## src/rtl/video_timing_pkg.sv

```systemverilog
// Shared constants for the 640x480@60 video timing path and the receiver FSM state type.
package video_timing_pkg;

  localparam int H_ACTIVE = 640;
  localparam int H_TOTAL  = 800;
  localparam int H_SYNC   = 96;
  localparam int V_ACTIVE = 480;
  localparam int V_TOTAL  = 525;
  localparam int V_SYNC   = 2;

  typedef enum logic [1:0] {
    SEARCH,
    MEASURE,
    VERIFY,
    LOCKED
  } rx_state_e;

endpackage

```

## src/rtl/sync_edge_det.sv

```systemverilog
// Registers one sync/DE bit and flags the cycle where the live input enters or leaves level POL.
module sync_edge_det #(
  parameter bit POL = 1'b1
) (
  input  logic clock,
  input  logic reset,
  input  logic d,
  output logic q,
  output logic asserted,
  output logic deasserted
);

  always_ff @(posedge clock) begin
    // NOTE: sequential state uses non-blocking assignment so every flop samples pre-edge values.
    if (reset) q <= 1'b0;
    else       q <= d;
  end

  assign asserted   = (d == POL) && (q != POL);
  assign deasserted = (d != POL) && (q == POL);

endmodule

```

## src/rtl/video_timing_rx.sv

```systemverilog
// Video timing receiver: rebuilds x/y, measures line/frame geometry and declares lock.
// Defining VIDEO_RX_CHECKSUM_EN adds the per-frame rgb sum output frame_sum.
module video_timing_rx
  import video_timing_pkg::*;
#(
  parameter int CW          = 12,
  parameter int XYW         = 10,
  parameter bit SYNC_POL    = 1'b0,
  parameter int LOCK_FRAMES = 2
) (
  input  logic           clock,
  input  logic           reset,
  input  logic           hsync,
  input  logic           vsync,
  input  logic           dataEnable,
  input  logic [23:0]    rgb,
  output logic           pixel_valid,
  output logic [23:0]    rgb_out,
  output logic [XYW-1:0] x,
  output logic [XYW-1:0] y,
  output logic           frame_start,
  output logic           locked,
  output logic [CW-1:0]  h_total,
  output logic [CW-1:0]  h_active,
  output logic [CW-1:0]  v_total,
  output logic [CW-1:0]  v_active,
  output logic [7:0]     err_cnt
`ifdef VIDEO_RX_CHECKSUM_EN
  ,
  output logic [31:0]    frame_sum
`endif
);

  localparam int            MW  = $clog2(LOCK_FRAMES + 1);
  localparam logic [CW-1:0] SAT = '1;

  function automatic logic [CW-1:0] sat_inc(input logic [CW-1:0] v);
    return (v == SAT) ? v : v + 1'b1;
  endfunction

  // A saturated measurement means sync is missing or stuck, so it never counts as a match.
  function automatic logic same(input logic [CW-1:0] a, input logic [CW-1:0] b);
    return (a == b) && (a != SAT);
  endfunction

  logic hs_edge, vs_edge, de_fall;
  logic hs_q, vs_q, hs_rel, vs_rel, de_rise;

  sync_edge_det #(.POL(SYNC_POL)) u_hs (
    .clock(clock), .reset(reset), .d(hsync),
    .q(hs_q), .asserted(hs_edge), .deasserted(hs_rel)
  );
  sync_edge_det #(.POL(SYNC_POL)) u_vs (
    .clock(clock), .reset(reset), .d(vsync),
    .q(vs_q), .asserted(vs_edge), .deasserted(vs_rel)
  );
  sync_edge_det #(.POL(1'b1)) u_de (
    .clock(clock), .reset(reset), .d(dataEnable),
    .q(pixel_valid), .asserted(de_rise), .deasserted(de_fall)
  );

  logic unused_ok;
  assign unused_ok = &{1'b0, hs_q, vs_q, hs_rel, vs_rel, de_rise};

  logic [XYW-1:0] x_cnt;
  logic [CW-1:0]  hcnt, hde, vcnt, vde, h_total_line, h_active_line;
  logic [CW-1:0]  h_total_new, h_total_meas, v_active_new;
  logic           frame_eq;

  assign h_total_new  = sat_inc(hcnt);
  // If no hsync edge arrived for a whole counter range, the stored line total is stale.
  assign h_total_meas = (hcnt == SAT) ? SAT : h_total_line;
  // A DE fall on the vsync edge closes the last line of the ending frame.
  assign v_active_new = de_fall ? sat_inc(vde) : vde;
  assign frame_eq     = same(h_total_meas, h_total) && same(h_active_line, h_active) &&
                        same(vcnt, v_total) && same(v_active_new, v_active);

  rx_state_e      state, state_n;
  logic [MW-1:0]  match_cnt, match_n;
  logic           latch_en, err_hit;

  always_comb begin
    // NOTE: every signal gets a default first so no path leaves one unassigned and infers a latch.
    state_n  = state;
    match_n  = match_cnt;
    latch_en = 1'b0;
    err_hit  = 1'b0;
    case (state)
      SEARCH: if (vs_edge) state_n = MEASURE;
      MEASURE: if (vs_edge) begin
        latch_en = 1'b1;
        match_n  = '0;
        state_n  = VERIFY;
      end
      VERIFY: if (vs_edge) begin
        if (frame_eq) begin
          match_n = match_cnt + 1'b1;
          if (match_n >= MW'(LOCK_FRAMES)) state_n = LOCKED;
        end else begin
          latch_en = 1'b1;
          match_n  = '0;
        end
      end
      LOCKED: if ((hs_edge && !same(h_total_new, h_total)) || (vs_edge && !frame_eq)) begin
        state_n = SEARCH;
        err_hit = 1'b1;
      end
      default: state_n = SEARCH;
    endcase
  end

  always_ff @(posedge clock) begin
    if (reset) begin
      state       <= SEARCH;
      match_cnt   <= '0;
      locked      <= 1'b0;
      frame_start <= 1'b0;
      h_total     <= '0;
      h_active    <= '0;
      v_total     <= '0;
      v_active    <= '0;
      err_cnt     <= '0;
    end else begin
      state       <= state_n;
      match_cnt   <= match_n;
      locked      <= (state_n == LOCKED);
      frame_start <= vs_edge;
      if (latch_en) begin
        h_total  <= h_total_meas;
        h_active <= h_active_line;
        v_total  <= vcnt;
        v_active <= v_active_new;
      end
      if (err_hit && err_cnt != 8'hFF) err_cnt <= err_cnt + 1'b1;
    end
  end

  always_ff @(posedge clock) begin
    if (reset) begin
      rgb_out       <= '0;
      x             <= '0;
      y             <= '0;
      x_cnt         <= '0;
      hcnt          <= '0;
      hde           <= '0;
      vcnt          <= '0;
      vde           <= '0;
      h_total_line  <= '0;
      h_active_line <= '0;
    end else begin
      rgb_out <= rgb;
      x       <= x_cnt;
      if (de_fall)         x_cnt <= '0;
      else if (dataEnable) x_cnt <= x_cnt + 1'b1;
      if (vs_edge)      y <= '0;
      else if (de_fall) y <= y + 1'b1;

      hcnt <= hs_edge ? '0 : sat_inc(hcnt);
      if (hs_edge) h_total_line <= h_total_new;
      if (de_fall) begin
        hde           <= '0;
        h_active_line <= hde;
      end else if (dataEnable) begin
        hde <= sat_inc(hde);
      end

      // An hsync edge coincident with the vsync edge is the first line of the new frame.
      if (vs_edge) begin
        vcnt <= hs_edge ? CW'(1) : '0;
        vde  <= '0;
      end else begin
        if (hs_edge) vcnt <= sat_inc(vcnt);
        if (de_fall) vde  <= sat_inc(vde);
      end
    end
  end

`ifdef VIDEO_RX_CHECKSUM_EN
  logic [31:0] sum_acc;

  always_ff @(posedge clock) begin
    if (reset) begin
      sum_acc   <= '0;
      frame_sum <= '0;
    end else if (vs_edge) begin
      frame_sum <= sum_acc;
      sum_acc   <= dataEnable ? {8'd0, rgb} : '0;
    end else if (dataEnable) begin
      sum_acc <= sum_acc + {8'd0, rgb};
    end
  end
`endif

endmodule

```

## config.mk

```make
export PLATFORM = sky130hd
export DESIGN_NAME = video_timing_rx
export DESIGN_NICKNAME = d
export VERILOG_FILES = /design/src/rtl/video_timing_pkg.sv /design/src/rtl/sync_edge_det.sv /design/src/rtl/video_timing_rx.sv
export SDC_FILE = /design/constraint.sdc
export NUM_CORES = 1
export LEC_CHECK = 0
export CAP_MARGIN = 15
export CORE_ASPECT_RATIO = 1.2
export CORE_MARGIN = 3
export CORE_UTILIZATION = 30
export CTS_CLUSTER_DIAMETER = 100
export CTS_CLUSTER_SIZE = 10
export DETAILED_ROUTE_END_ITERATION = 8
export DONT_BUFFER_PORTS = 1
export PLACE_DENSITY = 0.45
export SYNTH_ARGS = -nofsm -noshare
export SYNTH_HDL_FRONTEND = slang
export SYNTH_SLANG_ARGS = --single-unit
```

## constraint.sdc

```tcl
create_clock -name clock -period 10.4 [get_ports clock]
set_clock_uncertainty 0.2 [all_clocks]
set_input_delay 1.04 -clock clock [delete_from_list [all_inputs] [get_ports clock]]
set_output_delay 1.04 -clock clock [all_outputs]
set_load 0.005 [all_outputs]
```

### PDN straps and rails

Pins as bars on the die edge. Tap cells in gray.
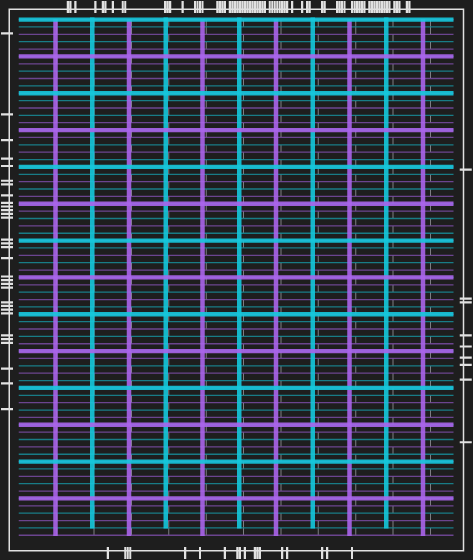
legend:
  VDD:
    color: cyan
  VSS:
    color: purple
signal pins: 132
tap cells: 396
rows: 70
met1 rails: 71
met4 straps: 11
Die W: 167 um
die height: 199 um
VDD IR max: 89.4 uV
Core Area: 0.0306 mm2

### Nets reached from selected ports

The bar under the picture is 50 um long.
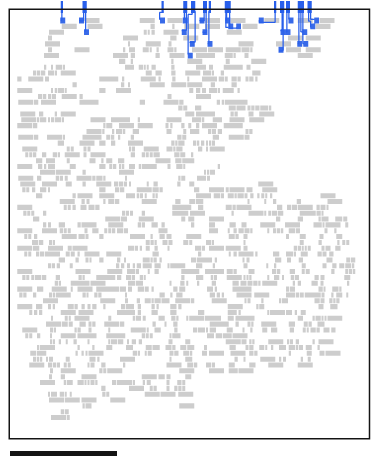
legend:
  rgb:
    color: blue
    direction: input
    end_cells: 24
    buffers: 0
    wire: 258 um
I/O pin count: 132
count of input and output buffers: 0

==> flow_metrics.py <==
# Auto-generated metrics
metrics = {
    "worst_setup_path": {
        "cp_data_required_time_ns": 10.48,
        "path_buffers": 0,
        "end_kind": "flip-flop",
        "crit_path_cell_trace": "ha_1 -> nand2_1 -> o41ai_1 -> mux2i_1 -> xnor2_1 -> nor3_2 -> nand4b_4 -> or4_2 -> a21oi_1 -> a311oi_1",
    },
    "pwr": {
        "p_seq_uw": 759,
        "leakage_nw": 3.48,
        "internal_power_mw": 1.14,
        "maxPowerGroup": "registers",
        "swShare_pct": 25.6,
    },
    "yosys": {
        "synth_seq_share_pct": 40.9,
        "syn_area_mm2": 0.00935,
        "edf_count": 0,
        "synth.distinct_cells": 75,
        "yosysWarnings": 0,
        "synthCells": 1116,
        "synth_flops": 191,
    },
    "run_status": {
        "status": "complete, no violations",
    },
    "run": {
        "warnings": 31,
    },
    "min_path": {
        "holdCritStartpoint": "x_cnt[9]",
    },
    "timing": {
        "slew_violations": 0,
        "period_used_pct": 45.2,
        "fin_tns_setup_ns": 0,
        "max_slew_margin_pct": 31.5,
    },
    "routing": {
        "drt-initial-drc-count": 364,
        "detail_route.first_pass.iterations": 5,
        "wl_per_cell_um": 18.7,
        "routed_via_density": 5.23,
    },
    "grt": {
        "grtUsageTotal_pct": 16.2,
        "overflow": 0,
        "grt_max_degree": 134,
        "grt_pass1_vias": 7458,
        "grt_antenna_before_repair": 0,
    },
    "finish": {
        "instances_no_fill": 1476,
        "insertedDiodeCount": 0,
        "final_util_pct": 33.2,
        "regArea_mm2": 0.00382,
        "logic_area_mm2": 0.00510,
    },
    "cts": {
        "cts_tree": "yes",
        "cts_sinks": 191,
        "clkSlewWorstSetupHoldPaths_ns": 0.07,
        "cts_buffers": 17,
    },
    "placement": {
        "dp.cells": 1445,
        "dpl.hpwl_mm": 19.1,
    },
    "die": {
        "dieArea_mm2": 0.0333,
        "fp_util_pct": 30.6,
        "rows": 70,
    },
}
### Metal 1

The bar under the picture is 50 um long. Supply wires on this layer in gray.
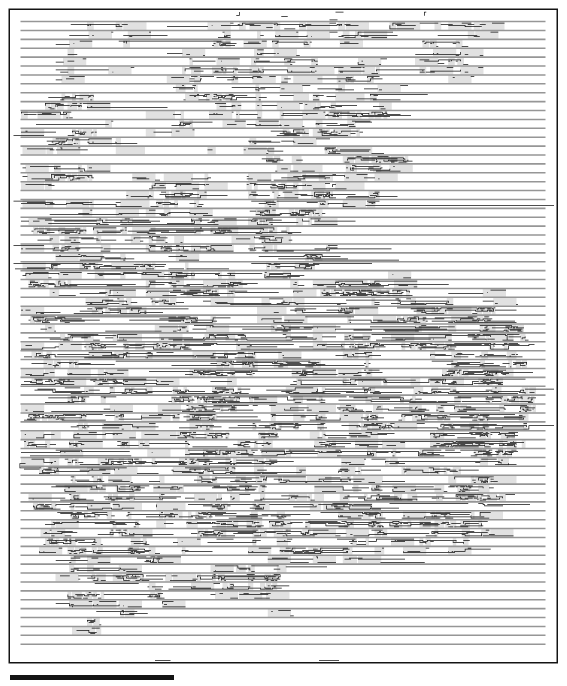
nets with wire on the layer: 1054
share of all routed wire: 44%
longest straight run: 57.5 um
met1 usage: 19.8%
final WL: 27.5 mm
total number of vias: 7715

## worst paths after layout
| check | endpoint | slack [ns] | depth (start not counted) |
|---|---|---|---|
| worst max register to register | h_total[4] | 5.70 | 10 |
| worst min register to register | x[9] | 0.28 | 1 |
| worst max-delay path | h_total[4] | 5.70 | 10 |
| worst min-delay path | x[9] | 0.28 | 1 |
## placed cells by master (no fill, tap or decap), types with 4 or more instances in the layout
master     Yosys  layout
a21oi_2        4       4
o21ai_0       64      64
o211ai_1       5       5
xor2_1        53      53
nor2_1       104     104
a211oi_1      23      23
a311oi_1       9       9
clkbuf_16      0      17
nand2b_1      13      13
nor2b_1       49      48
nand2_1       90      90
nand4_1       28      28
inv_1         26      26
a21oi_1      104     103
nor4_1        21      21
mux2i_1        8       8
nor3_1        21      21
and3_1        19      19
or3_1         16      16
and2_1         7       7
nor4b_1        6       6
clkinv_2       0       4
ha_1          11      11
inv_6          0       5
a211oi_2       4       4
a21o_1         7       7
xnor2_1       28      28
nand3_1       53      53
dfxtp_1      191     191
buf_4          1       6
## layout make-up
class	instances	share of cell area, %
Timing Repair Buffer	6	0.444
Inverter	26	0.962
Tap cell	396	4.89
Clock inverter	12	1.31
Sequential cell	191	37.7
Multi-Input combinational cell	826	50.3
Clock buffer	19	4.37
## cell families (layout without fill, tap and decap cells)
kind of cell,after synthesis,after routing,synth area share [%]
buffers and inverters,99,63,4.71
muxes,14,14,1.58
xor gates and xnor gates,81,81,7.59
DFF,191,191,40.9
adders and majority gates,11,11,1.47
and+or+nand+nor,458,458,26.3
AOI/OAI and AO/OA,262,262,17.4
## registers in the layout, indices dropped and copies added (netlist names), 2 cells and up
name	count
rgb_out	24
x	10
h_total_line	12
y	10
err_cnt	8
hde	12
state	2
match_cnt	2
vde	12
hcnt	12
h_total	12
v_total	12
h_active	12
h_active_line	12
v_active	12
vcnt	12
x_cnt	10
## Yosys cell counts (all sizes together), types with 4 or more instances
library cell	number	share of area, %
a2111oi	4	0.44
a211oi	27	2.4
a21o	7	0.56
a21oi	108	5.9
a311oi	9	0.84
and2	7	0.47
and3	19	1.3
buf	27	1.8
clkbuf	46	1.9
dfxtp	191	41
ha	11	1.5
inv	26	1.0
mux2	6	0.72
mux2i	8	0.86
nand2	90	3.6
nand2b	13	0.87
nand3	54	2.9
nand4	30	2.2
nor2	105	4.2
nor2b	49	3.3
nor3	24	1.4
nor4	24	2.1
nor4b	6	0.56
o211ai	5	0.40
o21ai	65	3.5
or3	16	1.1
or4	6	0.56
xnor2	28	2.6
xor2	53	5.0
## layer usage
metal	global-route usage, %	wire length, um	vias to the layer above
met1	19.8	12100	3717
met4	4.67	441	0
met2	28.7	13900	112
met5	0	0	-
met3	3.90	1150	22
li1	-	-	3864
## through the flow
| step | worst slack [ns] | hold slack (ns) | area (um2) |
|---|---|---|---|
| final | 5.70 | 0.279 | 10100 |
| after global routing | 5.35 | 0.305 | 10100 |
| after CTS | 5.68 | 0.277 | 10100 |
| after detailed placement | 5.58 | 0.264 | 9570 |
| after global placement | 5.62 | 0.277 | 9570 |
| after floorplan | 6.47 | 0.246 | 9350 |
Power and IR drop assume default switching activity.
